--- src/rtl/tlu_pkg.sv ---
// ============================================================================
//  tlu_pkg
//  Shared constants and FSM state encoding for the TLU trigger scheduler.
//  Revision: 1.0
// ============================================================================
`default_nettype none

package tlu_pkg;

    localparam int TLU_TS_W     = 8;
    localparam int TLU_N_CH_DEF = 6;

    typedef enum logic [2:0] {
        ST_IDLE = 3'd0,
        ST_WAIT = 3'd1,
        ST_FIRE = 3'd2,
        ST_HOLD = 3'd3,
        ST_DEAD = 3'd4
    } tlu_state_e;

endpackage

`default_nettype wire

--- src/rtl/tlu_coinc_minmax.sv ---
// ============================================================================
//  tlu_coinc_minmax
//  Masked min/max reduction over per-channel rising-edge times.
//  Revision: 1.0
// ============================================================================
`default_nettype none

module tlu_coinc_minmax
    import tlu_pkg::*;
#(
    parameter int N_CH = TLU_N_CH_DEF
) (
    input  logic [N_CH-1:0]          valid_i,
    input  logic [N_CH-1:0]          mask_i,
    input  logic [TLU_TS_W*N_CH-1:0] rel_i,
    output logic [TLU_TS_W-1:0]      min_o,
    output logic [TLU_TS_W-1:0]      max_o,
    output logic                     all_valid_o
);

    // Unmasked channels never move min/max away from their neutral seeds.
    always_comb begin
        min_o = '1;
        max_o = '0;
        for (int c = 0; c < N_CH; c++) begin
            if (mask_i[c]) begin
                if (rel_i[c*TLU_TS_W +: TLU_TS_W] < min_o)
                    min_o = rel_i[c*TLU_TS_W +: TLU_TS_W];
                if (rel_i[c*TLU_TS_W +: TLU_TS_W] > max_o)
                    max_o = rel_i[c*TLU_TS_W +: TLU_TS_W];
            end
        end
        all_valid_o = ((valid_i & mask_i) == mask_i);
    end

endmodule

`default_nettype wire

--- src/rtl/tlu_trig_sched.sv ---
// ============================================================================
//  tlu_trig_sched
//  Coincidence trigger scheduler: REQ/ACK handshake with timeout + dead time.
//  Optional macro: TLU_TRIG_SKIP_CNT_EN (adds saturating skip_cnt_o).
//  Revision: 1.0
// ============================================================================
`default_nettype none

module tlu_trig_sched
    import tlu_pkg::*;
#(
    parameter int N_CH   = TLU_N_CH_DEF,
    parameter int CNT_W  = 32,
    parameter int DEAD_W = 16,
    parameter int TMO_W  = 16
) (
    input  logic                     clk40_i,
    input  logic                     rst_i,
    input  logic                     en_i,
    input  logic [N_CH-1:0]          ch_valid_i,
    input  logic [TLU_TS_W*N_CH-1:0] ch_le_rel_i,
    input  logic [N_CH-1:0]          en_mask_i,
    input  logic [7:0]               coinc_win_i,
    input  logic [DEAD_W-1:0]        dead_time_i,
    input  logic [TMO_W-1:0]         ack_tmo_i,
    input  logic                     veto_i,
    input  logic                     trig_ack_i,
    output logic                     trig_req_o,
    output logic                     trig_pulse_o,
    output logic [TLU_TS_W-1:0]      trig_ts_o,
    output logic [CNT_W-1:0]         trig_cnt_o,
    output logic                     busy_o,
`ifdef TLU_TRIG_SKIP_CNT_EN
    output logic [CNT_W-1:0]         skip_cnt_o,
`endif
    output logic                     tmo_flag_o
);

    logic [TLU_TS_W-1:0] w_min;
    logic [TLU_TS_W-1:0] w_max;
    logic                w_all_valid;
    logic [TLU_TS_W-1:0] w_spread;
    logic                w_coinc;

    tlu_state_e          state_q;
    logic [TMO_W-1:0]    tmo_cnt_q;
    logic [DEAD_W-1:0]   dead_cnt_q;
    logic                req_q;
    logic                pulse_q;
    logic [TLU_TS_W-1:0] ts_q;
    logic [CNT_W-1:0]    cnt_q;
    logic                busy_q;
    logic                flag_q;

    tlu_coinc_minmax #(.N_CH(N_CH)) u_minmax (
        .valid_i     (ch_valid_i),
        .mask_i      (en_mask_i),
        .rel_i       (ch_le_rel_i),
        .min_o       (w_min),
        .max_o       (w_max),
        .all_valid_o (w_all_valid)
    );

    // Receivers bound REL to <=80, so a plain 8-bit difference cannot wrap.
    assign w_spread = w_max - w_min;
    assign w_coinc  = (|en_mask_i) & w_all_valid & (w_spread <= coinc_win_i);

    always_ff @(posedge clk40_i) begin
        if (rst_i) begin
            state_q    <= ST_IDLE;
            tmo_cnt_q  <= '0;
            dead_cnt_q <= '0;
            req_q      <= 1'b0;
            pulse_q    <= 1'b0;
            ts_q       <= '0;
            cnt_q      <= '0;
            busy_q     <= 1'b0;
            flag_q     <= 1'b0;
        end else if (!en_i) begin
            // Disable aborts everything except the trigger count and timestamp.
            state_q    <= ST_IDLE;
            tmo_cnt_q  <= '0;
            dead_cnt_q <= '0;
            req_q      <= 1'b0;
            pulse_q    <= 1'b0;
            busy_q     <= 1'b0;
            flag_q     <= 1'b0;
        end else begin
            pulse_q <= 1'b0;
            case (state_q)
                ST_IDLE: state_q <= ST_WAIT;
                ST_WAIT: begin
                    if (w_coinc && !veto_i) begin
                        state_q <= ST_FIRE;
                        pulse_q <= 1'b1;
                        req_q   <= 1'b1;
                        busy_q  <= 1'b1;
                        ts_q    <= w_max;
                        cnt_q   <= cnt_q + CNT_W'(1);
                    end
                end
                ST_FIRE: begin
                    if (ack_tmo_i == '0) begin
                        state_q    <= ST_DEAD;
                        req_q      <= 1'b0;
                        dead_cnt_q <= dead_time_i;
                    end else begin
                        state_q   <= ST_HOLD;
                        tmo_cnt_q <= ack_tmo_i;
                    end
                end
                ST_HOLD: begin
                    if (trig_ack_i || tmo_cnt_q == TMO_W'(1)) begin
                        state_q    <= ST_DEAD;
                        req_q      <= 1'b0;
                        dead_cnt_q <= dead_time_i;
                        if (!trig_ack_i)
                            flag_q <= 1'b1;
                    end else begin
                        tmo_cnt_q <= tmo_cnt_q - TMO_W'(1);
                    end
                end
                ST_DEAD: begin
                    if (dead_cnt_q == '0) begin
                        state_q <= ST_WAIT;
                        busy_q  <= 1'b0;
                    end else begin
                        dead_cnt_q <= dead_cnt_q - DEAD_W'(1);
                    end
                end
                default: begin
                    state_q <= ST_IDLE;
                    req_q   <= 1'b0;
                    busy_q  <= 1'b0;
                end
            endcase
        end
    end

`ifdef TLU_TRIG_SKIP_CNT_EN
    logic [CNT_W-1:0] skip_q;

    // Counts coincidences lost to being busy/idle or vetoed; saturating.
    always_ff @(posedge clk40_i) begin
        if (rst_i)
            skip_q <= '0;
        else if (w_coinc && (state_q != ST_WAIT || veto_i) && skip_q != '1)
            skip_q <= skip_q + CNT_W'(1);
    end

    assign skip_cnt_o = skip_q;
`endif

    assign trig_req_o   = req_q;
    assign trig_pulse_o = pulse_q;
    assign trig_ts_o    = ts_q;
    assign trig_cnt_o   = cnt_q;
    assign busy_o       = busy_q;
    assign tmo_flag_o   = flag_q;

endmodule

`default_nettype wire
--- config.mk ---
export PLATFORM = sky130hd
export DESIGN_NAME = tlu_trig_sched
export DESIGN_NICKNAME = d
export VERILOG_FILES = /design/src/rtl/tlu_pkg.sv /design/src/rtl/tlu_coinc_minmax.sv /design/src/rtl/tlu_trig_sched.sv
export SDC_FILE = /design/constraint.sdc
export NUM_CORES = 1
export LEC_CHECK = 0
export ABC_AREA = 1
export CORE_MARGIN = 2
export CORE_UTILIZATION = 40
export CTS_BUF_LIST = sky130_fd_sc_hd__clkbuf_4 sky130_fd_sc_hd__clkbuf_8
export DETAILED_ROUTE_END_ITERATION = 6
export GPL_ROUTABILITY_DRIVEN = 0
export GPL_TIMING_DRIVEN = 0
export HOLD_SLACK_MARGIN = 0.02
export PLACE_DENSITY = 0.65
export REMOVE_ABC_BUFFERS = 1
export SYNTH_ARGS = -nofsm -noshare
export SYNTH_HDL_FRONTEND = slang
export SYNTH_SLANG_ARGS = --single-unit
export TNS_END_PERCENT = 100
--- constraint.sdc ---
create_clock -name clk40_i -period 13 [get_ports clk40_i]
set_clock_uncertainty 0.2 [all_clocks]
set_input_delay 2.6 -clock clk40_i [delete_from_list [all_inputs] [get_ports clk40_i]]
set_output_delay 2.6 -clock clk40_i [all_outputs]
set_load 0.05 [all_outputs]
==> Changelog: implementation <==
### Changed

- Outcome: finished, final reports clean
- DRT Pass-1 Iters: 5
- Uppermost layer routed: met4
- Clk pin slew, worst setup/hold paths: 0.08 ns
- Pre-CTS WS: -3.904 ns
- Top area cell types: dfxtp_1 (21%), ha_1 (15%), nand2_1 (13%)
- Synth async-reset ratio: 0%
- IO buf count: 148
- Non-filler instance count after layout: between 1500 and 2000
- Worst hold path type: flip-flop to flip-flop
- Initial antenna violation count: 0
- Gate Count Post-Synth: 1169
- GRT Util Overall: 21.11%
- Layout Nets: 1568
- Area leader share: a little over a fifth
- Placed inst area: 9046 um2
- Synth Warn #: 0
- Clk_lat worst skew: 0.36 ns
- Mapped cell area: 7368 um2
- YS chip area: 7368 um2
- CP max-delay cell: fa_2
- Root buffer cell: clkbuf_8
- CP arrival: 12.85 ns
- Overall power: about 1.1 mW
- Distinct cells, synth: 45
- CP Max Fanout: 8
- DRT iter0 DRCs: between 400 and 500
- Critical Path Start Type: primary input
- Pwr Density: 104.5 nW/um2
- Number of diodes: 0
- Total gr overflow: 0
- DR vias: roughly 8500
- Synth area leader: dfxtp_1
- Average size of a mapped cell: 6.303 um2
- Residual DRC: 0
- Peak VDD IR: roughly 0.096 mV
- Finished Cell Area: about 11000 um2
- Ys cells: 1169
- Detailed placement HPWL: 16580 um
- M1 wire length: around 11000 um
- Main synth FF type: dfxtp_1
- Synth flops: 79
- Init Core Util: 40.88%
- Vias in the first global route: ~7400
- Bufs on Longest Clock Path: 2
- Slew Viols, Final: 0
- Hold Slack: 0.2540 ns
- H-tree levels: 3
- Vert. Die Dim: 139.7 um
- Cell mode on critical path: nand2_1
- CTS tree: built
- Core Rows: about 49
- CTS Sinks: 79
- Core area: 18020 um2
- Crit end category: flip-flop
- Layout area overhead: 47.26%
- Drt via density: 5.259
- Slew margin rel.: 27.05%
- Worst path max stage delay: roughly 0.40 ns
- F_max: 0.07826 GHz
- Worst-margin pin slew: ~1.1 ns
- Period utilisation layout: between 90% and 100%
- Share of layout cells above drive strength 1: a little over a fifth
- Post-synth EDFFs: 0
- Die width: 139.7 um
- Antenna viol nets, final: 0
- Setup-failing EPs final: 0
- Dpl cells: 1518
- First-pass GRT wire length: 34860 um
- Met3 wire length: 1142 um
- Pin count of the biggest net entering global routing: 26
- Final Hold Vio Count: 0
- Setup_tns: 0 ns
- Tool warnings: 26
- Post-synth top cells: nand2_1 (264), inv_1 (144), nor2_1 (120), o21ai_0 (106), ha_1 (88)
- Required @ worst endpoint: 13.07 ns
- Max cap viols: 0
- Worst reg2reg setup slack: about 9 ns
- I/O pin total: 149
- Setup WS post-layout: 0.2222 ns
- Leak: 4.731 nW
==> per-layer routing <==
layer / vias to the layer above / global-route usage, %
li1: 4365 / -
met4: 0 / 4.579
met5: - / 0
met1: 3850 / 29.74
met3: 28 / 3.510
met2: 214 / 33.94
==> report_power, final <==
part | switching [mW] | internal (mW)
clock network | 0.0945 | 0.110
logic | 0.378 | 0.304
registers | 0.00251 | 0.245
==> path summary, 6_finish.rpt <==
check / start / end / cells past startpoint
worst max register to register: state_q[1] / dead_cnt_q[15] / 10
worst min-delay path: trig_cnt_o[31] / trig_cnt_o[31] / 1
worst min register to register: trig_cnt_o[31] / trig_cnt_o[31] / 1
worst max-delay path: en_mask_i[0] / trig_cnt_o[18] / 71
==> final cells by class <==
class                           instances  area, um2
Fill cell                            1668       7174
Multi-Input combinational cell        921       6132
Timing Repair Buffer                  217       2069
Sequential cell                        79       1582
Inverter                              146      564.3
Tap cell                              229      286.5
Clock buffer                           10      131.4
Clock inverter                          6      85.08
==> critical path, delay by kind of cell <==
kind,cells,cell delay (ns)
buffers and inverters,10,1.02
adders and majority gates,8,2.39
and+or+nand+nor,35,4.23
AOI/OAI and AO/OA,17,2.47
xor gates and xnor gates,1,0.08
==> cells by family after synthesis <==
family          after synthesis  synth area share (%)
compound gates              270                 20.70
flops                        79                 21.46
fa+ha+maj                    89                 15.21
buf+inv                     176                 9.135
xor+xnor                     19                 2.258
simple gates                536                 31.23
==> registers in the layout, summed over array words and instances (netlist names) <==
name / count
dead_cnt_q: 16
tmo_flag_o: 1
tmo_cnt_q: 16
trig_ts_o: 8
trig_cnt_o: 32
state_q: 3
busy_o: 1
trig_req_o: 1
trig_pulse_o: 1
==> layout by cell type (no fill, tap or decap), types with 9 or more instances in the layout <==
cell type / count
nand3_1: 54
nand2_1: 238
nor3_1: 25
a31oi_1: 18
o21a_1: 9
ha_4: 20
a21oi_1: 65
nor2_4: 10
nor2_1: 100
a211oi_1: 13
nand2_4: 13
nand2_2: 39
o21ai_0: 58
o21ai_2: 35
buf_4: 60
nor4_1: 11
ha_1: 62
inv_2: 9
clkdlybuf4s50_1: 132
o21ai_1: 26
nor2_2: 16
dfxtp_1: 79
clkbuf_8: 9
nand4_1: 17
dlymetal6s2s_1: 13
inv_1: 134
xor2_1: 15
a21oi_2: 14
==> what timing repair did <==
| item | 4_1_cts | 5_1_grt |
|---|---|---|
| pin swaps | 11 | 89 |
| setup endpoints to repair | 45 | 44 |
| buffers inserted | 18 | 48 |
| gates cloned | 2 | 6 |
| gates resized | 57 | 233 |
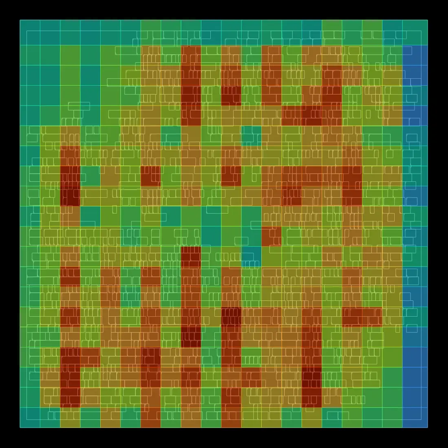
*Routing congestion map*
met2 Use GR: 33.94%
detailed-route wire length per cell: 14.29 um
met3 GRT Util: 3.510%
grt met1 use: 29.74%
fin util: 60.20%

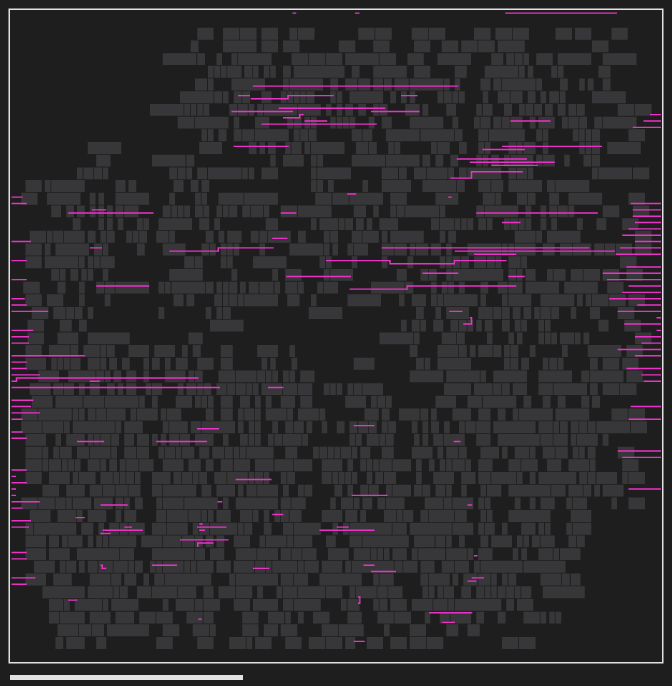
*Metal 3*
Scale bar: 50 um.
- longest straight run: 44.4 um
- wire length on this layer: 1140 um

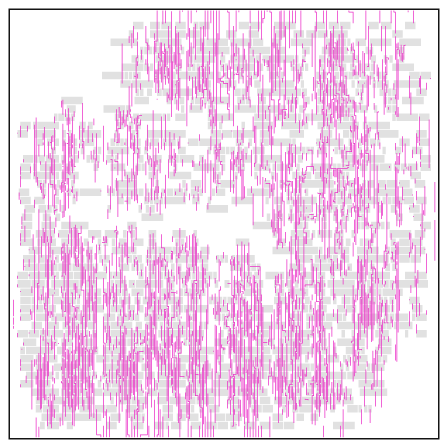
*Met2 routing*
- wire length on this layer: 10800 um
- share of all routed wire: 47%
- nets with wire on the layer: 1286
- longest straight run: 51.3 um
- main direction: vertical

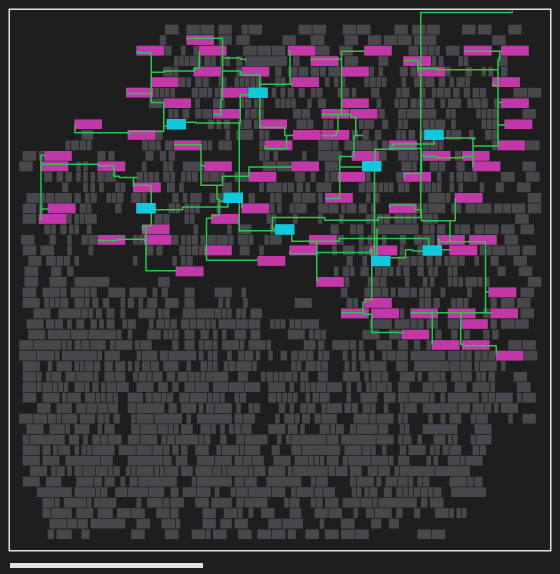
*Clock network drawn from the DEF*
Scale bar: 50 um.
- cyan: clock drivers (count 9)
- green: clock wires (length 1140 um)
- magenta: flip-flops (count 79)
- routed clock nets: 10

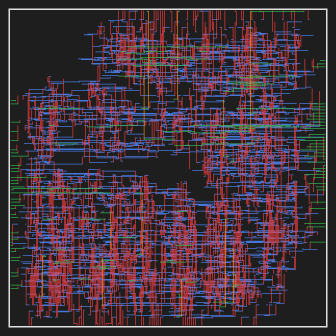
*Routed metal, one color a layer*
- red: metal 2 (wire length 10800 um)
- blue: metal 1 (wire length 10700 um)
- orange: metal 4 (wire length 352 um)
- green: metal 3 (wire length 1140 um)

Power figures rest on the tool's default switching activity, not on a simulated workload.
